==> src/rtl/uart_pkg.sv <==
// Shared UART definitions: byte width and the transmit-sequencer state encoding.
package uart_pkg;

    localparam int BYTE_W = 8;

    localparam logic [1:0] ST_IDLE    = 2'd0;
    localparam logic [1:0] ST_SEND    = 2'd1;
    localparam logic [1:0] ST_RELEASE = 2'd2;

    typedef enum logic [1:0] {
        IDLE    = ST_IDLE,
        SEND    = ST_SEND,
        RELEASE = ST_RELEASE
    } state_e;

endpackage

==> src/rtl/uart_tx_arb_if.sv <==
// Requester-side byte bus: one valid/data/last lane per requester, ack back.
interface uart_tx_arb_if
    import uart_pkg::*;
#(
    parameter int N = 4
);
    logic [N-1:0]        req_valid;
    logic [N*BYTE_W-1:0] req_data;
    logic [N-1:0]        req_last;
    logic [N-1:0]        req_ack;

    // Requesters drive bytes and observe the ack.
    modport master (output req_valid, req_data, req_last, input req_ack);
    // The arbiter consumes bytes and returns the ack.
    modport slave  (input req_valid, req_data, req_last, output req_ack);
endinterface

==> src/rtl/uart_tx_arb_rr_pick.sv <==
// Combinational round-robin picker: first set request at or above ptr, wrapping.
module rr_pick #(
    parameter int N  = 4,
    parameter int IW = 3
) (
    input  logic [N-1:0]  req,
    input  logic [IW-1:0] ptr,
    output logic          any,
    output logic [IW-1:0] idx
);

    // Scan offsets 0..N-1 from ptr; the first hit wins.
    always_comb begin
        // NOTE: every output gets a default before the loop so no latch is inferred.
        any = 1'b0;
        idx = '0;
        for (int k = 0; k < N; k++) begin
            for (int j = 0; j < N; j++) begin
                if (!any && req[j] && (j == (int'(ptr) + k) % N)) begin
                    any = 1'b1;
                    idx = IW'(j);
                end
            end
        end
    end

endmodule

==> src/rtl/uart_tx_arb.sv <==
// Round-robin arbiter that shares one UART transmitter among N requesters,
// holding a per-message lock and aborting a send that never sees done.
module uart_tx_arb
    import uart_pkg::*;
#(
    parameter int               N     = 4,
    parameter int               TMO_W = 16,
    parameter logic [TMO_W-1:0] TMO   = 16'd20000
) (
    input  logic               clk,
    input  logic               reset,
    uart_tx_arb_if.slave       req,
    output logic [BYTE_W-1:0]  din,
    output logic               send,
    input  logic               done,
    output logic               busy,
    output logic [2:0]         owner,
    output logic               tmo
);

    state_e             state_q, state_d;
    logic [2:0]         ptr_q, ptr_d;
    logic [2:0]         owner_q, owner_d;
    logic               lock_q, lock_d;
    logic               last_q, last_d;
    logic [TMO_W-1:0]   cnt_q, cnt_d;
    logic [BYTE_W-1:0]  din_q, din_d;
    logic               send_q, send_d;
    logic               tmo_q, tmo_d;
    logic [N-1:0]       ack_q, ack_d;

    logic [N-1:0]       elig;
    logic               pick_any;
    logic [2:0]         pick_idx;
    logic [BYTE_W-1:0]  sel_data;
    logic               sel_last;

    function automatic logic [2:0] next_idx(input logic [2:0] v);
        return (v == 3'(N - 1)) ? 3'd0 : v + 3'd1;
    endfunction

    // While a message is locked, only the owner's lane may compete.
    always_comb begin
        for (int i = 0; i < N; i++) begin
            elig[i] = req.req_valid[i] && (!lock_q || (owner_q == 3'(i)));
        end
    end

    rr_pick #(.N(N), .IW(3)) u_pick (
        .req (elig),
        .ptr (ptr_q),
        .any (pick_any),
        .idx (pick_idx)
    );

    // Select the winner's byte and last flag.
    always_comb begin
        sel_data = '0;
        sel_last = 1'b0;
        for (int i = 0; i < N; i++) begin
            if (pick_idx == 3'(i)) begin
                sel_data = req.req_data[i*BYTE_W +: BYTE_W];
                sel_last = req.req_last[i];
            end
        end
    end

    // Next-state and registered-output logic of the grant/send/release sequence.
    always_comb begin
        state_d = state_q;
        ptr_d   = ptr_q;
        owner_d = owner_q;
        lock_d  = lock_q;
        last_d  = last_q;
        cnt_d   = cnt_q;
        din_d   = din_q;
        send_d  = send_q;
        tmo_d   = 1'b0;
        ack_d   = '0;
        case (state_q)
            IDLE: begin
                // A new send is never raised while the UART still reports done.
                if (pick_any && !done) begin
                    din_d   = sel_data;
                    send_d  = 1'b1;
                    owner_d = pick_idx;
                    lock_d  = ~sel_last;
                    last_d  = sel_last;
                    cnt_d   = '0;
                    state_d = SEND;
                    for (int i = 0; i < N; i++) begin
                        ack_d[i] = (pick_idx == 3'(i));
                    end
                end
            end
            SEND: begin
                cnt_d = cnt_q + TMO_W'(1);
                if (done) begin
                    send_d  = 1'b0;
                    state_d = RELEASE;
                    if (last_q) begin
                        ptr_d = next_idx(owner_q);
                    end
                end else if (cnt_q == TMO - TMO_W'(1)) begin
                    // Abort: the message is considered ended, so unlock and rotate.
                    send_d  = 1'b0;
                    tmo_d   = 1'b1;
                    lock_d  = 1'b0;
                    ptr_d   = next_idx(owner_q);
                    state_d = RELEASE;
                end
            end
            RELEASE: begin
                if (!done) begin
                    state_d = IDLE;
                end
            end
            default: state_d = IDLE;
        endcase
    end

    // State and output registers with synchronous reset.
    always_ff @(posedge clk) begin
        // NOTE: sequential state uses non-blocking assignments so every flop samples pre-edge values.
        if (reset) begin
            state_q <= IDLE;
            ptr_q   <= '0;
            owner_q <= '0;
            lock_q  <= 1'b0;
            last_q  <= 1'b0;
            cnt_q   <= '0;
            din_q   <= '0;
            send_q  <= 1'b0;
            tmo_q   <= 1'b0;
            ack_q   <= '0;
        end else begin
            state_q <= state_d;
            ptr_q   <= ptr_d;
            owner_q <= owner_d;
            lock_q  <= lock_d;
            last_q  <= last_d;
            cnt_q   <= cnt_d;
            din_q   <= din_d;
            send_q  <= send_d;
            tmo_q   <= tmo_d;
            ack_q   <= ack_d;
        end
    end

    assign din         = din_q;
    assign send        = send_q;
    assign tmo         = tmo_q;
    assign owner       = owner_q;
    assign req.req_ack = ack_q;
    assign busy        = (state_q != IDLE) || lock_q;

endmodule

==> src/flat_wrapper.sv <==
// flat-port wrapper written by rule: the top's interface ports become plain ports
module uart_tx_arb_flat import uart_pkg::*;
#(
    parameter int               N     = 4,
    parameter int               TMO_W = 16,
    parameter logic [TMO_W-1:0] TMO   = 16'd20000
)
  (clk, reset, din, send, done, busy, owner, tmo, req_req_valid, req_req_data, req_req_last, req_req_ack);
  uart_tx_arb_if #(.N(N)) req_i ();
  input  logic clk;
  input  logic reset;
  output logic [BYTE_W-1:0] din;
  output logic send;
  input  logic done;
  output logic busy;
  output logic [2:0] owner;
  output logic tmo;
  input wire logic [$bits(req_i.req_valid)-1:0] req_req_valid;
  input wire logic [$bits(req_i.req_data)-1:0] req_req_data;
  input wire logic [$bits(req_i.req_last)-1:0] req_req_last;
  output wire logic [$bits(req_i.req_ack)-1:0] req_req_ack;
  assign req_i.req_valid = req_req_valid;
  assign req_i.req_data = req_req_data;
  assign req_i.req_last = req_req_last;
  assign req_req_ack = req_i.req_ack;
  uart_tx_arb #(.N(N), .TMO_W(TMO_W), .TMO(TMO)) u_core (.clk(clk), .reset(reset), .req(req_i), .din(din), .send(send), .done(done), .busy(busy), .owner(owner), .tmo(tmo));
endmodule
==> config.mk <==
export PLATFORM = sky130hd
export DESIGN_NAME = uart_tx_arb_flat
export DESIGN_NICKNAME = d
export VERILOG_FILES = /design/src/rtl/uart_pkg.sv /design/src/rtl/uart_tx_arb_if.sv /design/src/rtl/uart_tx_arb_rr_pick.sv /design/src/rtl/uart_tx_arb.sv /design/src/flat_wrapper.sv
export SDC_FILE = /design/constraint.sdc
export NUM_CORES = 1
export LEC_CHECK = 0
export CAP_MARGIN = 20
export CORE_MARGIN = 8
export CORE_UTILIZATION = 40
export DETAILED_ROUTE_END_ITERATION = 8
export PLACE_DENSITY = 0.79
export SLEW_MARGIN = 20
export SYNTH_ARGS = -nofsm -noshare
export SYNTH_HDL_FRONTEND = slang
export SYNTH_SLANG_ARGS = --single-unit
==> constraint.sdc <==
create_clock -name clk -period 1.9 [get_ports clk]
set_input_delay 0.38 -clock clk [delete_from_list [all_inputs] [get_ports clk]]
set_output_delay 0.38 -clock clk [all_outputs]
set_load 0.03 [all_outputs]
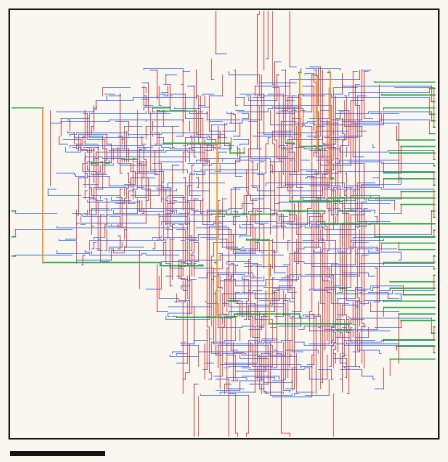
Figure 1: signal wires by layer.
Bar = 20 um.
Orange is M4, wire length 141 um. Green is M3, wire length 467 um. Red is M2, wire length 3650 um. Blue is M1, wire length 3340 um.

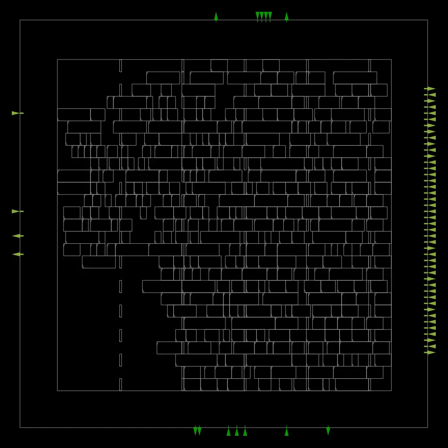
Figure 2: cell outlines without signal wires.
# rows: 27
final core utilization: 0.661
Core Region: 5440 um^2
seq_cells: 38

==> impl_metrics.py <==
# Metrics from the implementation run
metrics = {
    "cells_and_area": {
        "drive_above_1_share": 0.304,
    },
    "routing": {
        "drt_wl_total_um": 7600,
    },
    "critical_path": {
        "cp_cell_sequence": "inv_4 > ha_4 > and2b_4 > a211oi_2 > a221oi_2 > buf_4 > nor2_4 > or3b_4 > and3_4",
        "worstRegToRegCells": 9,
        "regToRegSetupSlack_ns": -0.18,
        "crit_fanout": 6,
    },
    "timing": {
        "setup_ws_ns": -0.184,
        "period_minus_slack_ns": 2.08,
        "setup_violations": 11,
    },
    "outcome": {
        "outcome": "finished with violations",
        "violations": "setup timing",
    },
    "cts": {
        "cts_tree": "yes",
    },
    "die": {
        "chip_area_um2": 8170,
        "dieHeight_um": 90.4,
    },
    "pwr": {
        "seqPwrFrac": 0.366,
        "p_int_uw": 1620,
        "combPwrFrac": 0.334,
    },
    "global_route": {
        "grt_max_degree": 16,
        "grt_antenna_before_repair": 0,
    },
    "synth": {
        "yosysUniqueCellTypes": 51,
        "ys_ff": 38,
    },
}
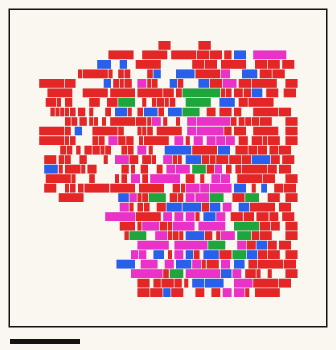
Figure 3: cells by drive strength.
Bar = 20 um.
Magenta is x3 and x4, cells 59, share 16%. Green is x6 and larger, cells 14, share 3.7%. Red is x1 and smaller, cells 261, share 70%. Blue is x2, cells 41, share 11%.

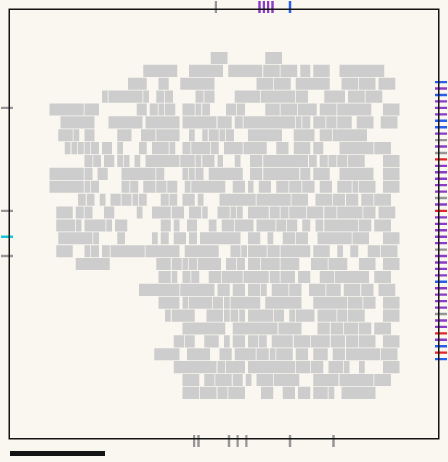
Figure 4: pin placement.
Bar = 20 um. Pins as bars across the die edge, other pins in grey.
Blue is `din`, pins 8, direction output, edge 7 right, 1 top. Cyan is `busy`, pins 1, direction output, edge left. Purple is `req_req_data`, pins 32, direction input, edge 28 right, 4 top. Red is `req_req_last`, pins 4, direction input, edge right.

==> per-stage QoR <==
step                       util  hold WS [ns]
after global placement    0.568         0.472
after floorplan               -         0.460
final                     0.661         0.493
after global routing      0.661         0.529
after CTS                 0.637         0.495
after detailed placement  0.568         0.484
==> tightest hold or removal path: stages (launching register included) <==
cell     delay [ns]
dfxtp_1        0.33
nand3_1        0.06
a21oi_1        0.06
==> cell families (layout without fill, tap and decap cells) <==
| family | Yosys count | in the layout |
|---|---|---|
| AND/OR/NAND/NOR | 133 | 133 |
| AND-OR/OR-AND | 83 | 83 |
| flip-flops | 38 | 38 |
| buffers and inverters | 18 | 112 |
| adder cells (fa/ha/maj) | 5 | 5 |
| multiplexers | 3 | 3 |
| other | 1 | 1 |
==> flip-flops by register name, indices dropped and copies added (netlist names) <==
| signal | count |
|---|---|
| u_core.cnt_q | 16 |
| u_core.din | 8 |
| u_core.req.req_ack | 4 |
| u_core.owner | 2 |
| u_core.ptr_q | 2 |
| u_core.state_q | 2 |
| u_core.last_q | 1 |
| u_core.lock_q | 1 |
| u_core.send | 1 |
| u_core.tmo | 1 |
==> area by class of cell <==
cell class,instances,share of cell area
multi-input combinational,225,0.462
timing repair buffer,100,0.263
tap,72,0.0251
clock inverter,3,0.0118
sequential,38,0.214
inverter,4,0.00557
clock buffer,5,0.0191
==> worst max path at each step <==
stage               cells after the start                    endpoint
floorplan                               9  u_core.last_q$_SDFFE_PP0P_
global placement                        6  u_core.last_q$_SDFFE_PP0P_
detailed placement                      6  u_core.last_q$_SDFFE_PP0P_
CTS                                     8  u_core.last_q$_SDFFE_PP0P_
global route                            9  u_core.din[7]$_SDFFE_PP0P_
finish                                  9  u_core.last_q$_SDFFE_PP0P_
Power figures rest on the tool's default switching activity, not on a simulated workload.
